### Clock nets, run 1

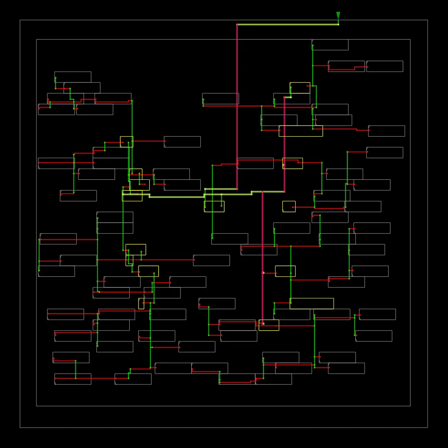
### Routed clock nets over the placement, run 1

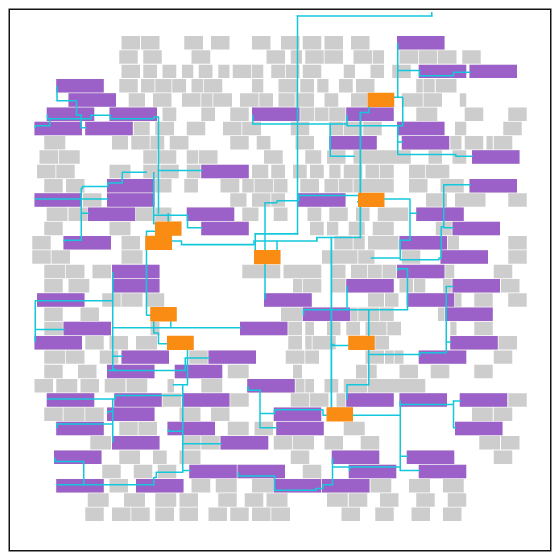
### Sequential cells grouped by signal name, run 1

The bar under the picture is 20 µm long. Other sequential cells in the stronger gray, the rest of the logic in the fainter gray.
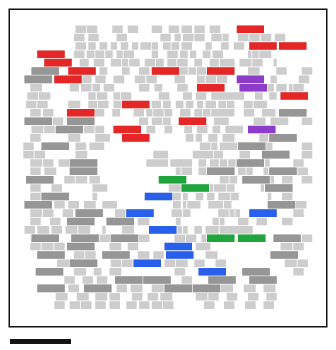
Design cache_mem_arbiter, sky130hd; sources not shown.
==> impl_metrics.tcl, run 1 <==
# place-and-route summary
set metrics [dict create \
    outcome "complete, no violations" \
    synth_flops 74 \
    yosys.area.top_type_share 0.557 \
    h-tree-depth 3 \
    arrival_ns 1.93 \
    grt_pass1_wl_um 13100 \
    gp_congestion 0.823 \
    critical_path.max_stage_delay_ns 0.39 \
    p_leak_nw 2.22 \
    cts_root_buffer "clkbuf_8" \
    cp-start-kind "register" \
    combPwrFrac 0.465 \
    lay_top_count "clkdlybuf4s50_1" \
    yosysCellCount 248 \
    hold_viol 0 \
    peakVddDrop_v 0.000712 \
    p_per_area_mw_per_mm2 1510 \
    cts_made_buffers 9 \
    synthesis.area_mm2 0.00333 \
    postCtsResizedCells 0 \
    dieWidth_um 103 \
    grt_max_degree 46 \
    ff2ff_path_depth 5 \
    design.die.area_mm2 0.0106 \
    endpoint_kind "register" \
    min_path_type "input port to async pin" \
    syn_nets 338 \
    area_growth_pct 56.8 \
    p_seq_frac 0.355 \
    crit_family "flip-flops" \
    wl_per_cell_um 16.1 \
    track_usage 0.159 \
    ios 153 \
    syn_inst 248 \
    dp.cells 503 \
    ys_seq_share 0.557 \
    path_class "register to register" \
    avgSynthCellArea_um2 13.4 \
    num_rows 34 \
    viasPerCell 5.03 \
    fin_crit_ns 1.70 \
    drt-initial-drc-count 64 \
    cts_setup_buffers 0 \
    setup_viol 0 \
    path_buffers 0 \
    wl_um 8390 \
    finalNonFillerCells 520 \
    fp_util 0.381 \
    drc 0 \
    yosysWarnings 0 \
    yosys.area.top_type "dfrtp_1" \
    required_ns 2.03 \
    slowest_stage "dfrtp_1" \
    rsz0062_at_grt "no" \
    num_antenna_cells 0 \
    power.share.switching 0.322 \
    yosysChipArea_mm2 0.00333 \
    r2r_slack_ns 0.1 \
    p_sw_mw 2.54 \
    topCellsByArea "dfrtp_1 (56%), mux2_1 (12%), o2bb2ai_1 (3.4%)" \
    crit_cells 5 \
    clockBufferDepth 2 \
    maxCapViolations 0 \
    core_mm2 0.00872 \
    overflow 0 \
    fmax_mhz 588 \
    path_max_fanout 3 \
    layout_top_cells "clkdlybuf4s50_1 (143), dfrtp_1 (74), mux2_1 (35)" \
    fin_total_pwr_mw 7.90 \
    tightest_slew_ns 0.403 \
    nNetsFinal 497 \
    cpMostUsedCell "ha_1" \
    ant_nets 0 \
    post-route-period-util 0.945 \
    drive_above_1_share 0.143 \
    vias 2613 \
    grt_antenna_before_repair 0 \
    warnings 35 \
    cts_tree "built" \
    crit_path_cell_trace "ha_1, ha_1, nand4bb_2, o31ai_4, mux2_2" \
    dp.final_hpwl_um 6350 \
    clk_pin_slew_worst_paths_ns 0.08 \
    drv_slew 0 \
    port_buffers 144 \
    grt_pass1_vias 2727 \
    relSlewSlack 0.731 \
    ys_types 43 \
    p_int_mw 5.36 \
    die_height_um 103 \
    drt-pass1-iter-count 4 \
]
Notes on 'Clock nets' above:
clk_lat worst skew: 0.34 ns
clk sinks: 74

Notes on 'Routed clock nets over the placement' above:
[orange] cells driving clock nets | count: 9
[purple] flip-flops | count: 74
[cyan] clock wires | length: 983 µm
flops lie: spread over the die
Clock Power Share: 0.180
Clock net power: 1.42 mW
clock skew: 0.00822 ns

Notes on 'Sequential cells grouped by signal name' above:
[purple] ic_q | sequential cells: 3
[blue] fill_word_sel | sequential cells: 8 | where: bottom middle
[green] rc_q | sequential cells: 4
[red] mem_addr | sequential cells: 16
Flop area: 0.00185 mm²
sequential cell area share: 0.355
final core utilization: 0.598
flip-flop and latch power: 2.80 mW

run 1: layout make-up:
cell class | count | area (µm²)
Multi-Input combinational cell | 147 | 1330
Tap cell | 108 | 135
Clock inverter | 6 | 91.3
Sequential cell | 74 | 1850
Timing Repair Buffer | 170 | 1660
Clock buffer | 10 | 128
Fill cell | 728 | 3510
Inverter | 5 | 18.8
run 1: kinds of logic (layout without fill, tap and decap cells):
group           after synthesis  in the layout  share of synthesized area
compound gates               55             55                      0.138
mux                          48             48                      0.160
buf+inv                      27            191                     0.0455
flops                        74             74                      0.557
simple gates                 40             40                     0.0839
fa+ha+maj                     4              4                     0.0150
run 1: power groups by stage:
stage	clock, mW	sequential (mW)	combinational, mW
3_3_place_gp	0	2.80	3.67
3_5_place_dp	0	2.84	3.73
6_report	1.42	2.80	3.67
2_1_floorplan	0	3.08	1.43
4_1_cts	1.47	2.81	3.74
5_1_grt	1.54	2.91	3.97
run 1: cell usage after synthesis (all sizes together):
cell type / count
mux2: 42
o21ai: 5
nor3: 8
clkbuf: 3
nand3b: 1
or2: 1
nor2b: 13
a31oi: 2
o31ai: 1
buf: 19
nand4bb: 1
or3: 2
ha: 4
a21oi: 1
a22oi: 12
nor2: 3
a211oi: 12
dfrtp: 74
a41o: 3
nand2: 2
inv: 5
a21boi: 3
o2bb2ai: 13
nand3: 1
nor3b: 1
nand4: 1
and3: 1
nand2b: 1
o21bai: 1
and3b: 3
a221o: 1
a21bo: 1
nor4b: 1
mux2i: 6
run 1: routing by layer:
metal,GRT usage,part of all wire,wire length (µm)
met1,0.195,0.39,3310
met2,0.261,0.52,4340
met3,0.0467,0.060,506
met4,0.0697,0.028,231
met5,0,0,0
run 1: worst reg2reg max path, delay by kind of cell, from the launching register on:
family                   cells  cell delay (ns)
AND/OR/NAND/NOR              1             0.34
multiplexers                 1             0.37
flip-flops                   1             0.39
AND-OR/OR-AND                1             0.14
adder cells (fa/ha/maj)      2             0.37
run 1: timing repair:
| item | in CTS | in global routing |
|---|---|---|
| hold endpoints to repair | 29 | 0 |
| hold buffers | 1 | 0 |
| setup endpoints to repair | 0 | 0 |
run 1: through the flow:
stage                     hold slack [ns]  setup TNS, ns  setup slack [ns]  cell area, µm²
after floorplan                   -0.0256              0            0.0798            3330
after global placement              0.231         -0.303           -0.0285            4990
after detailed placement            0.231         -0.443           -0.0509            4990
after CTS                           0.398              0            0.0914            5220
after global routing                0.439              0          0.000105            5220
final                               0.405              0            0.0986            5220
## Run 2: what changed since run 1
--- a/config.mk
+++ b/config.mk
@@ -9,6 +9,7 @@
 export CORE_MARGIN = 4
 export CORE_UTILIZATION = 37
 export CTS_CLUSTER_DIAMETER = 150
+export CTS_CLUSTER_SIZE = 16
 export DETAILED_ROUTE_END_ITERATION = 12
 export HOLD_SLACK_MARGIN = 0.06
 export PLACE_DENSITY_LB_ADDON = 0.25
### Placed cells, one color a class, run 2

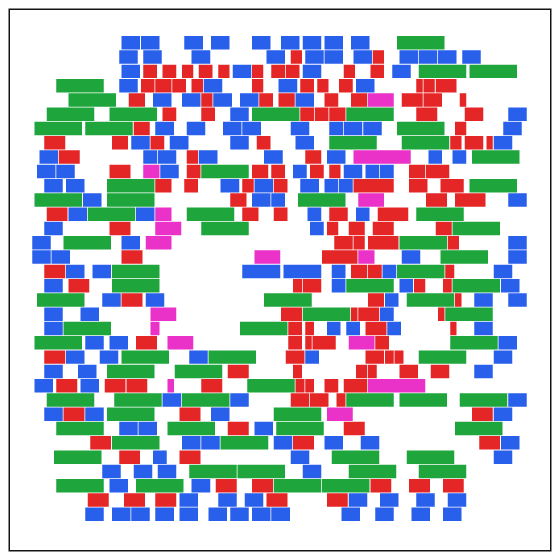
[magenta] clock drivers and dummy loads | cells: 16
[red] all other logic | cells: 152
[blue] other buffers and delay cells | cells: 170
[green] flip-flops | cells: 74
cell area after layout: 0.00522 mm²
Core Box Area: 0.00872 mm²

### Clock nets, run 2

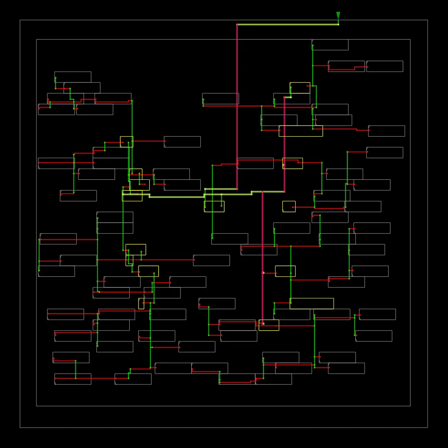
clock buffers: 10
Flops: 74

### Sequential cells grouped by signal name, run 2

The bar under the picture is 20 µm long. Other sequential cells in the stronger gray, the rest of the logic in the fainter gray.
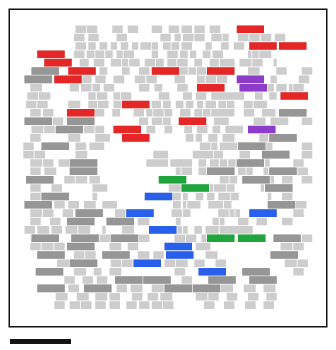
[blue] fill_word_sel | sequential cells: 8 | where: bottom middle
[red] mem_addr | sequential cells: 16
[green] rc_q | sequential cells: 4
[purple] ic_q | sequential cells: 3
not colored: 43

==> impl_metrics.tcl, run 2 <==
# place-and-route summary
set metrics [dict create \
    lay_top_count "clkdlybuf4s50_1" \
    fmax_mhz 588 \
    skew_ns 0.00822 \
    crit_path_cell_trace "ha_1, ha_1, nand4bb_2, o31ai_4, mux2_2" \
    drive_above_1_share 0.143 \
    avgSynthCellArea_um2 13.4 \
    synthesis.area_mm2 0.00333 \
    edf_count 0 \
    drc 0 \
    required_ns 2.03 \
    layout_top_cells "clkdlybuf4s50_1 (143), dfrtp_1 (74), mux2_1 (35)" \
    relSlewSlack 0.731 \
    peakVddDrop_v 0.000712 \
    power.share.switching 0.322 \
    area_growth_pct 56.8 \
    hold_viol 0 \
    p_int_mw 5.36 \
    arrival_ns 1.93 \
    ff_type "dfrtp_1" \
    topCellsByArea "dfrtp_1 (56%), mux2_1 (12%), o2bb2ai_1 (3.4%)" \
    path_max_fanout 3 \
    wl_per_cell_um 16.1 \
    critical_path.max_stage_delay_ns 0.39 \
    dieWidth_um 103 \
    p_per_area_mw_per_mm2 1510 \
    clk_pin_slew_worst_paths_ns 0.08 \
    num_rows 34 \
    fin_crit_ns 1.70 \
    r2r_slack_ns 0.1 \
    cts_sinks 74 \
    p_sw_mw 2.54 \
    drv_slew 0 \
    grt_pass1_wl_um 13100 \
    port_buffers 144 \
    rsz0062_at_grt "no" \
    overflow 0 \
    yosys-top-cells-count "dfrtp_1 (74), mux2_1 (35), nor2b_1 (13), o2bb2ai_1 (13)" \
    cpMostUsedCell "ha_1" \
    gp_congestion 0.823 \
    drt-pass1-iter-count 4 \
    p_seq_frac 0.355 \
    drt-initial-drc-count 64 \
    yosys.area.top_type_share 0.557 \
    design.die.area_mm2 0.0106 \
    setup_viol 0 \
    ant_nets 0 \
    cts_made_buffers 9 \
    ff2ff_path_depth 5 \
    ys_types 43 \
    top_cell "dfrtp_1" \
    grt_pass1_vias 2727 \
    grt_antenna_before_repair 0 \
    slowest_stage "dfrtp_1" \
    yosysWarnings 0 \
    wl_um 8390 \
    place_area_mm2 0.00499 \
    die_height_um 103 \
    cts_root_buffer "clkbuf_8" \
    fp_util 0.381 \
    num_antenna_cells 0 \
    vias 2613 \
    cts_tree "built" \
    p_leak_nw 2.22 \
    maxCapViolations 0 \
    syn_nets 338 \
    ios 153 \
    outcome "complete, no violations" \
    synthArstFlopShare 1.00 \
    combPwrFrac 0.465 \
    nNetsFinal 497 \
    grt_max_degree 46 \
    post-route-period-util 0.945 \
    cp-start-kind "register" \
    min_path_type "input port to async pin" \
    path_class "register to register" \
    viasPerCell 5.03 \
    yosysCellCount 248 \
    endpoint_kind "register" \
    clock_power_share 0.180 \
    yosysChipArea_mm2 0.00333 \
    crit_family "flip-flops" \
    hold_slack_ns 0.405 \
    n_fill_cell 728 \
    yosys.area.top_type "dfrtp_1" \
    track_usage 0.159 \
    tightest_slew_ns 0.403 \
    ys_seq_share 0.557 \
    synth_flops 74 \
    warnings 35 \
    path_buffers 0 \
    dp.final_hpwl_um 6350 \
    insertion_delay_ns 0.34 \
    clockBufferDepth 2 \
    syn_inst 248 \
    h-tree-depth 3 \
    crit_cells 5 \
]
==> run 2: repair_timing <==
action | in CTS | in global routing
gates resized | 0 | 0
setup buffers | 0 | 0
hold buffers | 1 | 0
hold endpoints to repair | 29 | 0
==> run 2: per-layer routing <==
layer | GRT usage | share of wire
met4 | 0.0697 | 0.028
met3 | 0.0467 | 0.060
met1 | 0.195 | 0.39
met5 | 0 | 0
met2 | 0.261 | 0.52
==> run 2: final cells by class <==
| type | instances | area (µm²) | area share |
|---|---|---|---|
| clock buffers | 10 | 128 | 0.0245 |
| repair buffers | 170 | 1660 | 0.319 |
| inverters | 5 | 18.8 | 0.00360 |
| well taps | 108 | 135 | 0.0259 |
| flip-flops and latches | 74 | 1850 | 0.355 |
| clock inverters | 6 | 91.3 | 0.0175 |
| multi-input cells | 147 | 1330 | 0.255 |
==> run 2: power groups by stage <==
stage	clock [mW]	combinational, mW	sequential (mW)
6_report	1.42	3.67	2.80
5_1_grt	1.54	3.97	2.91
4_1_cts	1.47	3.74	2.81
3_5_place_dp	0	3.73	2.84
3_3_place_gp	0	3.67	2.80
2_1_floorplan	0	1.43	3.08
==> run 2: cell families (layout without fill, tap and decap cells) <==
logic type / Yosys count / after routing / share of synthesized area
simple gates: 40 / 40 / 0.0839
compound gates: 55 / 55 / 0.138
fa+ha+maj: 4 / 4 / 0.0150
buf+inv: 27 / 191 / 0.0455
mux: 48 / 48 / 0.160
flops: 74 / 74 / 0.557
==> run 2: metrics by stage <==
stage	setup WS, ns	util	total power, mW	instances	TNS [ns]
after detailed placement	-0.0509	0.572	6.57	503	-0.443
after global placement	-0.0285	0.572	6.47	503	-0.303
after CTS	0.0914	0.598	8.03	520	0
after global routing	0.000105	0.598	8.41	520	0
after floorplan	0.0798	-	4.52	248	0
final	0.0986	0.598	7.90	520	0
Power figures rest on the tool's default switching activity, not on a simulated workload.
